### src/rtl/fetch_stage.sv
// Instruction-fetch stage: req/ack fetch FSM feeding an IF/ID register with a 1-entry skid buffer.
// Optional feature macro: FETCH_PERF_EN adds a 32-bit fetch-stall cycle counter output.
module fetch_stage #(
  parameter int ADDR_W  = 24,
  parameter int INSTR_W = 32
) (
  input  logic               clk,
  input  logic               rst,
  input  logic [ADDR_W-1:0]  pc,
  input  logic               branchFlag,
  input  logic               stall,
  output logic               pcEn,
  output logic               imem_req,
  output logic [ADDR_W-1:0]  imem_addr,
  input  logic               imem_ack,
  input  logic [INSTR_W-1:0] imem_rdata,
`ifdef FETCH_PERF_EN
  output logic [31:0]        perf_stall_cnt,
`endif
  output logic               if_valid,
  output logic [INSTR_W-1:0] if_instr,
  output logic [ADDR_W-1:0]  if_pc
);

  typedef enum logic [1:0] {S_IDLE, S_FETCH, S_SQUASH} state_e;

  state_e               state_q, state_d;
  logic                 pend_q, pend_d;
  logic [ADDR_W-1:0]    req_addr_q, req_addr_d;
  logic                 if_valid_q, if_valid_d;
  logic [INSTR_W-1:0]   if_instr_q, if_instr_d;
  logic [ADDR_W-1:0]    if_pc_q, if_pc_d;
  logic                 skid_v_q, skid_v_d;
  logic [INSTR_W-1:0]   skid_instr_q, skid_instr_d;
  logic [ADDR_W-1:0]    skid_pc_q, skid_pc_d;
  logic                 accept, branch_act, hold;

  // NOTE: every always_comb output gets a default first so no path leaves it unassigned (no latches).
  always_comb begin
    state_d      = state_q;
    if_valid_d   = if_valid_q;
    if_instr_d   = if_instr_q;
    if_pc_d      = if_pc_q;
    skid_v_d     = skid_v_q;
    skid_instr_d = skid_instr_q;
    skid_pc_d    = skid_pc_q;
    imem_req     = 1'b0;
    pcEn         = 1'b0;
    accept       = 1'b0;
    branch_act   = 1'b0;
    imem_addr    = pend_q ? req_addr_q : pc;
    hold         = if_valid_q & stall;

    case (state_q)
      S_IDLE: state_d = S_FETCH;
      S_FETCH: begin
        imem_req   = !skid_v_q;
        branch_act = branchFlag;
        accept     = imem_req & imem_ack & !branchFlag;
        pcEn       = accept | branchFlag;
        // A request already presented to memory must still complete; its data is dropped.
        if (branchFlag && imem_req && !imem_ack) state_d = S_SQUASH;
      end
      S_SQUASH: begin
        imem_req   = 1'b1;
        branch_act = branchFlag;
        pcEn       = branchFlag;
        if (imem_ack) state_d = S_FETCH;
      end
      default: state_d = S_IDLE;
    endcase

    // Freeze the address once a request is waiting so pc movement cannot disturb it.
    pend_d     = imem_req & !imem_ack;
    req_addr_d = pend_d ? imem_addr : req_addr_q;

    if (branch_act) begin
      if_valid_d = 1'b0;
      skid_v_d   = 1'b0;
    end else if (skid_v_q) begin
      if (!hold) begin
        if_valid_d = 1'b1;
        if_instr_d = skid_instr_q;
        if_pc_d    = skid_pc_q;
        skid_v_d   = 1'b0;
      end
    end else if (accept) begin
      if (!hold) begin
        if_valid_d = 1'b1;
        if_instr_d = imem_rdata;
        if_pc_d    = imem_addr;
      end else begin
        skid_v_d     = 1'b1;
        skid_instr_d = imem_rdata;
        skid_pc_d    = imem_addr;
      end
    end else if (if_valid_q && !stall) begin
      if_valid_d = 1'b0;
    end
  end

  // NOTE: sequential state uses non-blocking assignments so all flops update from pre-edge values.
  always_ff @(posedge clk or negedge rst) begin
    if (!rst) begin
      state_q      <= S_IDLE;
      pend_q       <= 1'b0;
      req_addr_q   <= '0;
      if_valid_q   <= 1'b0;
      if_instr_q   <= '0;
      if_pc_q      <= '0;
      skid_v_q     <= 1'b0;
      skid_instr_q <= '0;
      skid_pc_q    <= '0;
    end else begin
      state_q      <= state_d;
      pend_q       <= pend_d;
      req_addr_q   <= req_addr_d;
      if_valid_q   <= if_valid_d;
      if_instr_q   <= if_instr_d;
      if_pc_q      <= if_pc_d;
      skid_v_q     <= skid_v_d;
      skid_instr_q <= skid_instr_d;
      skid_pc_q    <= skid_pc_d;
    end
  end

  assign if_valid = if_valid_q;
  assign if_instr = if_instr_q;
  assign if_pc    = if_pc_q;

`ifdef FETCH_PERF_EN
  logic [31:0] perf_q, perf_d;
  logic        stall_cycle;

  always_comb begin
    stall_cycle = (imem_req & !imem_ack) | skid_v_q | (state_q == S_SQUASH);
    perf_d      = perf_q + {31'd0, stall_cycle};
  end

  always_ff @(posedge clk or negedge rst) begin
    if (!rst) perf_q <= '0;
    else      perf_q <= perf_d;
  end

  assign perf_stall_cnt = perf_q;
`endif

endmodule
### config.mk
export PLATFORM = sky130hd
export DESIGN_NAME = fetch_stage
export DESIGN_NICKNAME = d
export VERILOG_FILES = /design/src/rtl/fetch_stage.sv
export SDC_FILE = /design/constraint.sdc
export NUM_CORES = 1
export LEC_CHECK = 0
export ABC_AREA = 1
export CORE_MARGIN = 2
export CORE_UTILIZATION = 55
export CTS_CLUSTER_DIAMETER = 80
export CTS_CLUSTER_SIZE = 40
export DETAILED_ROUTE_END_ITERATION = 8
export GPL_TIMING_DRIVEN = 0
export PLACE_DENSITY = 0.85
export SYNTH_ARGS = -nofsm -noshare
export SYNTH_HDL_FRONTEND = slang
export SYNTH_SLANG_ARGS = --single-unit
### constraint.sdc
create_clock -name clk -period 2.6 [get_ports clk]
set_input_delay 0.39 -clock clk [delete_from_list [all_inputs] [get_ports clk]]
set_output_delay 0.39 -clock clk [all_outputs]
set_load 0.005 [all_outputs]
==> run_1/port_nets.png <==
Drawn at 2 px/um.
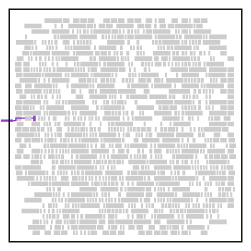
| port | color | bits | direction | edge | end cells | buffers | wire |
|---|---|---|---|---|---|---|---|
| stall | purple | 1 | input | left | 1 | 1 | 9.20 um |
top-level port count: 144
count of input and output buffers: 143

==> run_1/metal_stack.png <==
Drawn at 4 px/um. Only two layers are drawn.
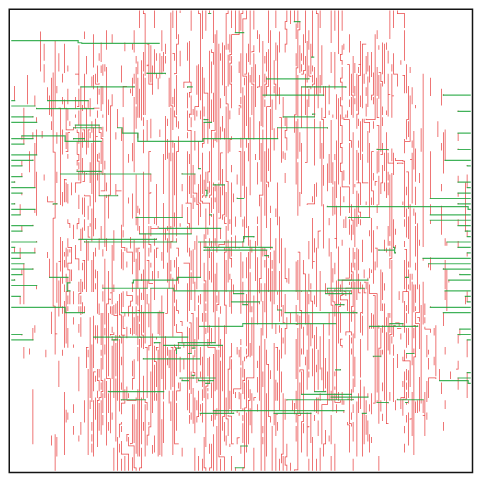
| layer | color | wire length |
|---|---|---|
| met2 | red | 9050 um |
| met3 | green | 1150 um |
sum of routed wire length over all layers: 18.5 mm
routed length per instance: 14.7 um
Overall Global Routing Usage: 29.2%

==> results.json, run 1 <==
{
  "run_status": "finished clean",
  "cp_top_family": "buffers and inverters",
  "avgSynthCellArea_um2": 7.47,
  "flow.area_growth_from_synthesis_pct": 33.7,
  "p_seq_share_pct": 37.3,
  "max_cap_violations": 0,
  "power.switching_fraction_pct": 34.4,
  "synth_stat.cells": 915,
  "finalClockPeriodUsage_pct": 95.4,
  "antenna_found_initial": 0,
  "unrepaired_setup_endpoints_after_global_routing": "false",
  "htree_levels": 4,
  "cp.arrival_ps": 2090,
  "die_y_um": 115,
  "drc_viols": 0,
  "skew_ps": 8.91,
  "postSynthCellCount": 915,
  "detailed_place_hpwl_mm": 12.1,
  "synth.largest_area_cell": "dfrtp_1",
  "timing.max_slew.rel_slack_pct": 64.9,
  "grt_overflow_total": 0,
  "cts.sink_count": 141,
  "cts-root-buf": "clkbuf_16",
  "layout.cells.most_common_list": "477 x nand2_1, 142 x clkdlybuf4s50_1, 140 x dfrtp_1",
  "tritoncts": "done",
  "final_net_count": 1144,
  "vdd.ir_drop.worst_mv": 0.527,
  "worstHoldPathType": "in -> async",
  "post-place-ws_ps": 452,
  "layout_top_cell_excl_fill_tap": "nand2_1",
  "cp_slowest_stage_delay_ps": 520,
  "timing.critical_path.from_type": "flop",
  "final_layout_size_suffix_gt1_share_pct": 7.42,
  "synthesis.yosys.warnings": 0,
  "stage_log_warnings": 32,
  "chip_area_um2": 13300,
  "clock_network_fraction_of_design_power_pct": 24.3,
  "grt_pass1_wl_mm": 30.4,
  "timing.hold.ws_ps": 449,
  "cp_data_required_time_ps": 2210,
  "clock_tree.buffer_depth": 2,
  "synth_flop_count": 141,
  "post-route-min-period_ps": 2480,
  "timing.critical_path.fanout_max": 10,
  "use_met2_pct": 48.5,
  "drv_slew": 0,
  "worstSetupEndpointType": "output port",
  "fraction_of_power_consumed_by_combinational_cells_pct": 38.3,
  "net-switching-power_uw": 3510
}
==> run_1/final_placement.png <==
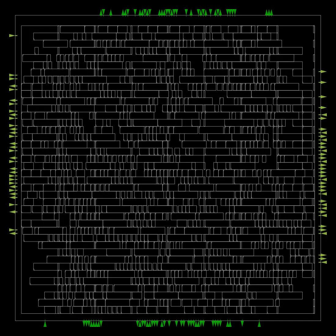
Finished Core Util: 75.7%
std cell rows: 40
core outline area: 12100 um2

## run 1: stage by stage
stage          cells  setup TNS (ps)  utilization (%)
2_1_floorplan    915               0                -
3_3_place_gp    1226         -637220             70.3
3_5_place_dp    1227               0             70.5
4_1_cts         1259               0             75.5
5_1_grt         1259               0             75.7
6_report        1259               0             75.7
## run 1: repair_timing
action,CTS,global route
resized,0,9
endpoints found under the setup margin,1,21
hold buffers,1,0
endpoints found under the hold margin,40,0
cloned,0,0
## run 1: cells by family (layout without fill, tap and decap cells)
logic type | Yosys count | in the layout | share of synthesized area [%]
AOI/OAI and AO/OA | 46 | 46 | 3.46
adders and majority gates | 5 | 5 | 0.916
buffers and inverters | 134 | 310 | 9.08
DFF | 141 | 141 | 51.6
and+or+nand+nor | 589 | 589 | 34.9
## run 1: state kept, by name, summed over array words and instances, names as in the netlist
| signal | count |
|---|---|
| if_instr | 32 |
| skid_instr_q | 32 |
| if_pc | 24 |
| req_addr_q | 24 |
| skid_pc_q | 24 |
| state_q | 2 |
| if_valid | 1 |
| pend_q | 1 |
| skid_v_q | 1 |
## run 1: power groups by stage
| stage | logic [uW] | clock network (uW) | registers [uW] |
|---|---|---|---|
| 5_1_grt | 4380 | 2590 | 3910 |
| 4_1_cts | 3880 | 2490 | 3790 |
| 3_5_place_dp | 3820 | 0 | 3790 |
| 6_report | 3910 | 2480 | 3800 |
| 2_1_floorplan | 1910 | 0 | 3740 |
| 3_3_place_gp | 3720 | 0 | 3770 |
## run 1: per-layer routing
| layer | up-vias | part of all wire [%] |
|---|---|---|
| met5 | - | 0 |
| li1 | 3122 | - |
| met3 | 30 | 6.2 |
| met1 | 3052 | 43 |
| met2 | 252 | 49 |
| met4 | 0 | 2.0 |
## run 1: synthesized netlist by cell type
cell	n
buf_4	10
buf_1	1
nand3_1	82
inv_1	79
o21ai_2	1
o21bai_1	1
ha_1	5
and2_1	24
nand2_2	1
nand4_1	1
clkbuf_1	11
nand2_1	477
buf_6	7
inv_2	4
dfrtp_1	141
buf_2	22
nor2_1	3
o21ai_0	44
nand3_2	1
## run 1: final cells by class
| type | count | area, um2 | area share (%) |
|---|---|---|---|
| sequential | 141 | 3530 | 38.6 |
| multi-input combinational | 640 | 2700 | 29.5 |
| timing repair buffer | 145 | 1470 | 16.1 |
| clock buffer | 19 | 433 | 4.74 |
| buffer | 50 | 313 | 3.43 |
| inverter | 83 | 312 | 3.41 |
| tap | 168 | 210 | 2.30 |
| clock inverter | 13 | 169 | 1.85 |
## run 1: path summary, 6_finish.rpt
path | start | end | slack (ps) | cells after the start
max in group asynchronous | rst | if_pc[10]$_DFFE_PN0P_ | 1320 | 3
min reg2reg | if_instr[3]$_DFFE_PN0P_ | if_instr[3]$_DFFE_PN0P_ | 470 | 2
min | rst | req_addr_q[7]$_DFFE_PN0P_ | 450 | 2
max | pend_q$_DFF_PN0_ | imem_addr[12] | 120 | 6
min in group clk | if_instr[3]$_DFFE_PN0P_ | if_instr[3]$_DFFE_PN0P_ | 470 | 2
max reg2reg | state_q[1]$_DFFE_PN0P_ | if_pc[16]$_DFFE_PN0P_ | 590 | 7
==> run_1/pins.png <==
Drawn at 4 px/um. Pins as bars across the die edge, other pins in gray.
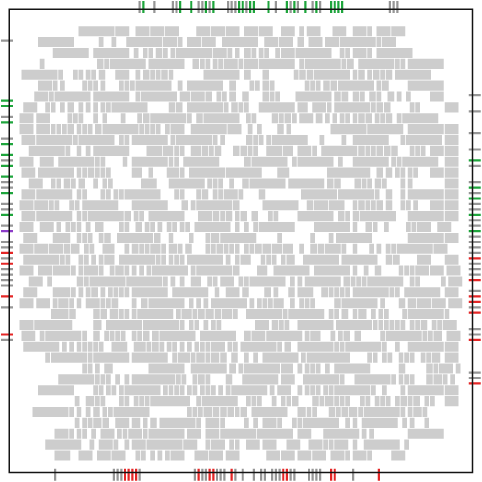

==> run 1 -> run 2 <==
--- a/config.mk
+++ b/config.mk
@@ -7,12 +7,12 @@
 export LEC_CHECK = 0
 export ABC_AREA = 1
 export CORE_MARGIN = 2
-export CORE_UTILIZATION = 55
+export CORE_UTILIZATION = 39
 export CTS_CLUSTER_DIAMETER = 80
 export CTS_CLUSTER_SIZE = 40
 export DETAILED_ROUTE_END_ITERATION = 8
 export GPL_TIMING_DRIVEN = 0
-export PLACE_DENSITY = 0.85
+export PLACE_DENSITY = 0.64
 export SYNTH_ARGS = -nofsm -noshare
 export SYNTH_HDL_FRONTEND = slang
 export SYNTH_SLANG_ARGS = --single-unit
==> constraint.sdc (replaced) <==
create_clock -name clk -period 2.8 [get_ports clk]
set_input_delay 0.42 -clock clk [delete_from_list [all_inputs] [get_ports clk]]
set_output_delay 0.42 -clock clk [all_outputs]
set_load 0.005 [all_outputs]
==> run_2/pins.png <==
Drawn at 3 px/um. Pins as bars across the die edge, other pins in gray.
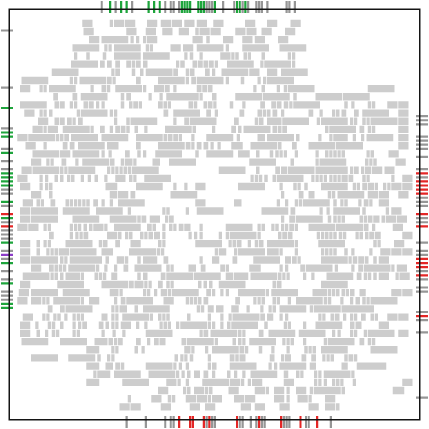
| port | color | pins | direction | edge |
|---|---|---|---|---|
| stall | purple | 1 | input | left |
| pc | red | 24 | input | 12 right, 10 bottom, 2 left |
| imem_rdata | green | 32 | input | 17 top, 15 left |
all pins by edge: 38 left, 38 top, 38 right, 30 bottom
horizontal die dimension: 136 um
vertical die size: 136 um

==> run 2 against run 1 <==
Effect of this change: global-route usage down 7.5 points; critical path depth down 1; sequential share of layout area down 0.50 points; clock skew down 2.7 ps; core utilization down 22 points; flip-flop count unchanged; cell count up 4.6%; register-to-register slack better by 40 ps; largest power group unchanged.
==> results.json, run 2 <==
{
  "detailed_place_hpwl_mm": 13.0,
  "drc_viols": 0,
  "tritoncts": "done",
  "max_cap_violations": 0,
  "netlist_logic_family_top": "simple AND/OR/NAND/NOR gates",
  "synthMostInstantiatedCell": "nand2_1",
  "r2r-start": "state_q[0]$_DFFE_PN0P_",
  "worstHoldEndpoint": "if_instr[22]$_DFFE_PN0P_",
  "hold-path-cell-count": 2,
  "layout_top_cell_excl_fill_tap": "nand2_1",
  "p_seq_share_pct": 36.8,
  "cts-root-buf": "clkbuf_16",
  "layoutNonFillerInstCount": 1317,
  "final_core_util_pct": 53.7,
  "run_status": "finished clean",
  "wire_per_inst_um": 14.5,
  "stage_log_warnings": 31,
  "ys_dominant_reg_cell": "dfrtp_1",
  "avgSynthCellArea_um2": 7.47,
  "synthesis.yosys.warnings": 0,
  "final_layout_size_suffix_gt1_share_pct": 7.33,
  "ys_top_cells_by_count": "477 x nand2_1, 141 x dfrtp_1, 82 x nand3_1",
  "timing.critical_path.fanout_max": 5,
  "cts.sink_count": 141,
  "synth.largest_area_cell": "dfrtp_1",
  "cp_data_required_time_ps": 2380,
  "final_net_count": 1145
}
==> run_2/metal_stack.png <==
Drawn at 3 px/um. Only two layers are drawn.
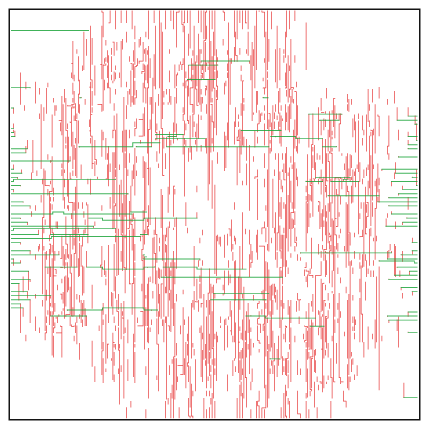
| layer | color | wire length |
|---|---|---|
| met3 | green | 1170 um |
| met2 | red | 9030 um |
Overall Global Routing Usage: 21.7%
overall via count from detail_route: 6228

## run 2: worst max path at each step
stage / start / to / slack, ps / cells past startpoint
floorplan: state_q[0]$_DFFE_PN0P_ / if_pc[15]$_DFFE_PN0P_ / 1200 / 10
global route: pend_q$_DFF_PN0_ / imem_addr[21] / -20 / 6
detailed placement: branchFlag / pcEn / 520 / 4
CTS: skid_v_q$_DFF_PN0_ / pcEn / 80 / 7
global placement: rst / if_instr[24]$_DFFE_PN0P_ / -4620 / 1
finish: state_q[0]$_DFFE_PN0P_ / pcEn / 110 / 5
## run 2: layer usage
metal  vias to the layer above  routed length (um)  global-route usage [%]
met1                      2943                8680                    28.6
li1                       3113                   -                       -
met4                         0                 176                    5.90
met5                         -                   0                       0
met2                       157                9030                    35.3
met3                        15                1170                    6.00
## run 2: area by class of cell
type                       count  area [um2]  area share [%]
inverter                      83         312            3.37
clock inverter                 9         154            1.66
clock buffer                  23         508            5.49
tap                          225         282            3.04
sequential                   141        3530            38.1
timing repair buffer         145        1470            15.9
buffer                        51         312            3.37
multi-input combinational    640        2680            29.0
## run 2: repair_timing
| action | CTS | global route |
|---|---|---|
| setup endpoints to repair | 0 | 5 |
| resized | 0 | 1 |
| hold buffers | 1 | 0 |
| hold endpoints to repair | 46 | 0 |
## run 2: power by group through the flow
stage                     logic (uW)  registers [uW]  clock network, uW
after floorplan                 1780            3470                  0
after global placement          3520            3540                  0
after detailed placement        3570            3540                  0
after CTS                       3620            3530               2540
after global routing            4020            3640               2630
final                           3560            3530               2510
## run 2: cell families after synthesis
| group | count (synthesis) |
|---|---|
| compound gates | 46 |
| fa+ha+maj | 5 |
| buf+inv | 134 |
| flops | 141 |
| simple gates | 589 |
## run 2: metrics by stage
stage / setup TNS, ps / area, um2 / total power, uW
after global placement: -650360 / 8550 / 7060
final: 0 / 9250 / 9600
after floorplan: 0 / 6830 / 5250
after CTS: 0 / 9250 / 9680
after detailed placement: 0 / 8570 / 7110
after global routing: -32.5 / 9250 / 10300
## run 2: worst min-delay path: stages, from the launching register on
cell     delay, ps
dfrtp_1        340
nand2_1         50
nand2_1         40
==> run_2/final_placement.png <==
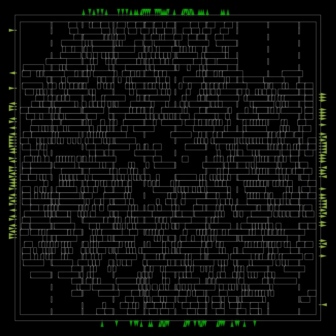

==> run 2 -> run 3 <==
--- a/config.mk
+++ b/config.mk
@@ -7,12 +7,13 @@
 export LEC_CHECK = 0
 export ABC_AREA = 1
 export CORE_MARGIN = 2
-export CORE_UTILIZATION = 39
+export CORE_UTILIZATION = 45
 export CTS_CLUSTER_DIAMETER = 80
 export CTS_CLUSTER_SIZE = 40
 export DETAILED_ROUTE_END_ITERATION = 8
+export GPL_ROUTABILITY_DRIVEN = 0
 export GPL_TIMING_DRIVEN = 0
-export PLACE_DENSITY = 0.64
+export PLACE_DENSITY = 0.72
 export SYNTH_ARGS = -nofsm -noshare
 export SYNTH_HDL_FRONTEND = slang
 export SYNTH_SLANG_ARGS = --single-unit
==> run_3/final_placement.png <==
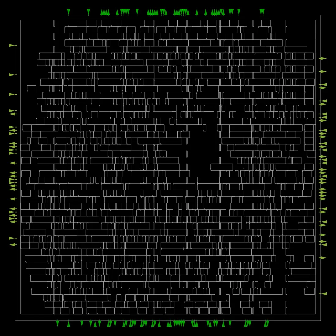
core outline area: 15000 um2
Seq cells: 141
tally of non-filler cells in the final layout: 1280
fill cell total of the finished layout: 1349
tap cell instance count: 188

==> run_3/pins.png <==
Drawn at 4 px/um. Pins as bars across the die edge, other pins in gray.
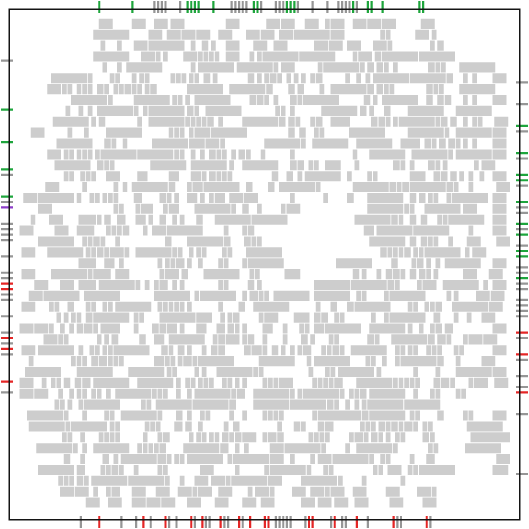
| port | color | pins | direction | edge |
|---|---|---|---|---|
| pc | red | 24 | input | 16 bottom, 5 left, 3 right |
| imem_rdata | green | 32 | input | 18 top, 10 right, 4 left |
| stall | purple | 1 | input | left |
all pins by edge: 41 bottom, 40 top, 36 right, 27 left
horizontal die dimension: 127 um
vertical die size: 127 um

==> run 3 against run 2 <==
Effect of this change: sequential power about the same; largest cell class unchanged; largest power group unchanged; combinational power about the same; synthesized cell count unchanged.
==> results.json, run 3 <==
{
  "run_status": "finished clean",
  "skew_ps": 5.99,
  "cts.sink_count": 141,
  "cp.arrival_ps": 2210,
  "synthMostInstantiatedCell": "nand2_1",
  "cp_data_required_time_ps": 2380,
  "tritoncts": "done",
  "grt_pass1_wl_mm": 29.3,
  "fin_area_um2": 9100,
  "final_layout_size_suffix_gt1_share_pct": 7.33,
  "clock_tree.buffer_depth": 2,
  "final_core_util_pct": 60.6,
  "drv_slew": 0,
  "unrepaired_setup_endpoints_after_global_routing": "false",
  "drc_viols": 0,
  "placed_area_um2": 8530,
  "reg2reg_slack_ps": 780,
  "synth_stat.cells": 915,
  "drt_wl_total_mm": 17.9,
  "cts-root-buf": "clkbuf_16",
  "layout.cells.most_common_list": "477 x nand2_1, 142 x clkdlybuf4s50_1, 141 x dfrtp_1",
  "ys_dominant_reg_cell": "dfrtp_1",
  "synth.largest_area_cell": "dfrtp_1",
  "mappedNetlistArea_um2": 6830,
  "timing.critical_path.from_type": "flop",
  "grt_overflow_total": 0,
  "buffer_ports.inserted": 143,
  "final_net_count": 1145,
  "chip_area_um2": 16200,
  "design.portCount": 144,
  "post-place-ws_ps": 590,
  "worstHoldPathType": "reg -> reg",
  "synth_flop_count": 141,
  "flow.area_growth_from_synthesis_pct": 33.3,
  "enable_flop_cells": 0,
  "async_flop_share_pct": 100,
  "htree_levels": 4,
  "vdd.ir_drop.worst_mv": 0.471,
  "via_count": 6160,
  "avgSynthCellArea_um2": 7.47,
  "ys_top_cells_by_count": "477 x nand2_1, 141 x dfrtp_1, 82 x nand3_1",
  "timing.max_slew.rel_slack_pct": 56.2,
  "placementRows": 45,
  "synthesis.yosys.warnings": 0,
  "detailed_place_hpwl_mm": 12.3,
  "finalClockPeriodUsage_pct": 94.0,
  "timing.critical_path.fanout_max": 10,
  "antenna_found_initial": 0,
  "timing.setup.tns_ps": 0,
  "max_cap_violations": 0
}
-- run 3: kinds of logic after synthesis --
logic type | synth area share, %
buffers and inverters | 9.08
DFF | 51.6
and+or+nand+nor | 34.9
AOI/OAI and AO/OA | 3.46
adders and majority gates | 0.916
-- run 3: layout make-up --
type                    instances  area [um2]  share of cell area (%)
inverters                      83         312                    3.42
flip-flops and latches        141        3530                    38.8
clock buffers                  21         470                    5.17
plain buffers                  51         313                    3.44
clock inverters                11        92.6                    1.02
multi-input cells             640        2680                    29.5
well taps                     188         235                    2.58
repair buffers                145        1470                    16.1
-- run 3: metal layers --
| metal | GRT usage [%] | share of wire, % | vias to the layer above |
|---|---|---|---|
| met2 | 36.7 | 47 | 155 |
| met5 | 0 | 0 | - |
| met4 | 8.86 | 1.9 | 0 |
| met1 | 31.1 | 47 | 2864 |
| li1 | - | - | 3117 |
| met3 | 4.82 | 4.5 | 24 |
-- run 3: critical path, cell delays in order (launching register included) --
cell	delay [ps]
dfrtp_1	350
buf_2	160
inv_2	70
buf_2	230
clkbuf_4	260
nand4_1	90
o21ai_0	100
clkdlybuf4s50_1	550
-- run 3: path summary, 6_finish.rpt --
kind	start	endpoint	cells after the start
setup / recovery	skid_v_q$_DFF_PN0_	pcEn	7
setup reg to reg	state_q[0]$_DFFE_PN0P_	if_pc[22]$_DFFE_PN0P_	9
hold / removal	if_instr[21]$_DFFE_PN0P_	if_instr[21]$_DFFE_PN0P_	2
hold reg to reg	if_instr[21]$_DFFE_PN0P_	if_instr[21]$_DFFE_PN0P_	2
max in group asynchronous	rst	if_instr[4]$_DFFE_PN0P_	3
min in group asynchronous	rst	req_addr_q[11]$_DFFE_PN0P_	2
-- run 3: power breakdown --
part / internal (uW) / switching [uW] / total, uW / leakage (uW)
registers: 2990 / 517 / 3510 / 0.00180
logic: 1780 / 1760 / 3540 / 0.00275
clock network: 1280 / 849 / 2130 / 0.000267
-- run 3: repair_timing --
action                     CTS  global route
gates resized                0             3
setup endpoints to repair    0             2
setup buffers                0             0
hold buffers                 1             0
hold endpoints to repair    49             0
-- run 3: per-stage QoR --
stage	hold slack, ps	instances
global route	489	1280
CTS	471	1280
finish	465	1280
detailed placement	397	1247
global placement	453	1246
floorplan	124	915
Power is estimated from default activity; no workload was simulated.
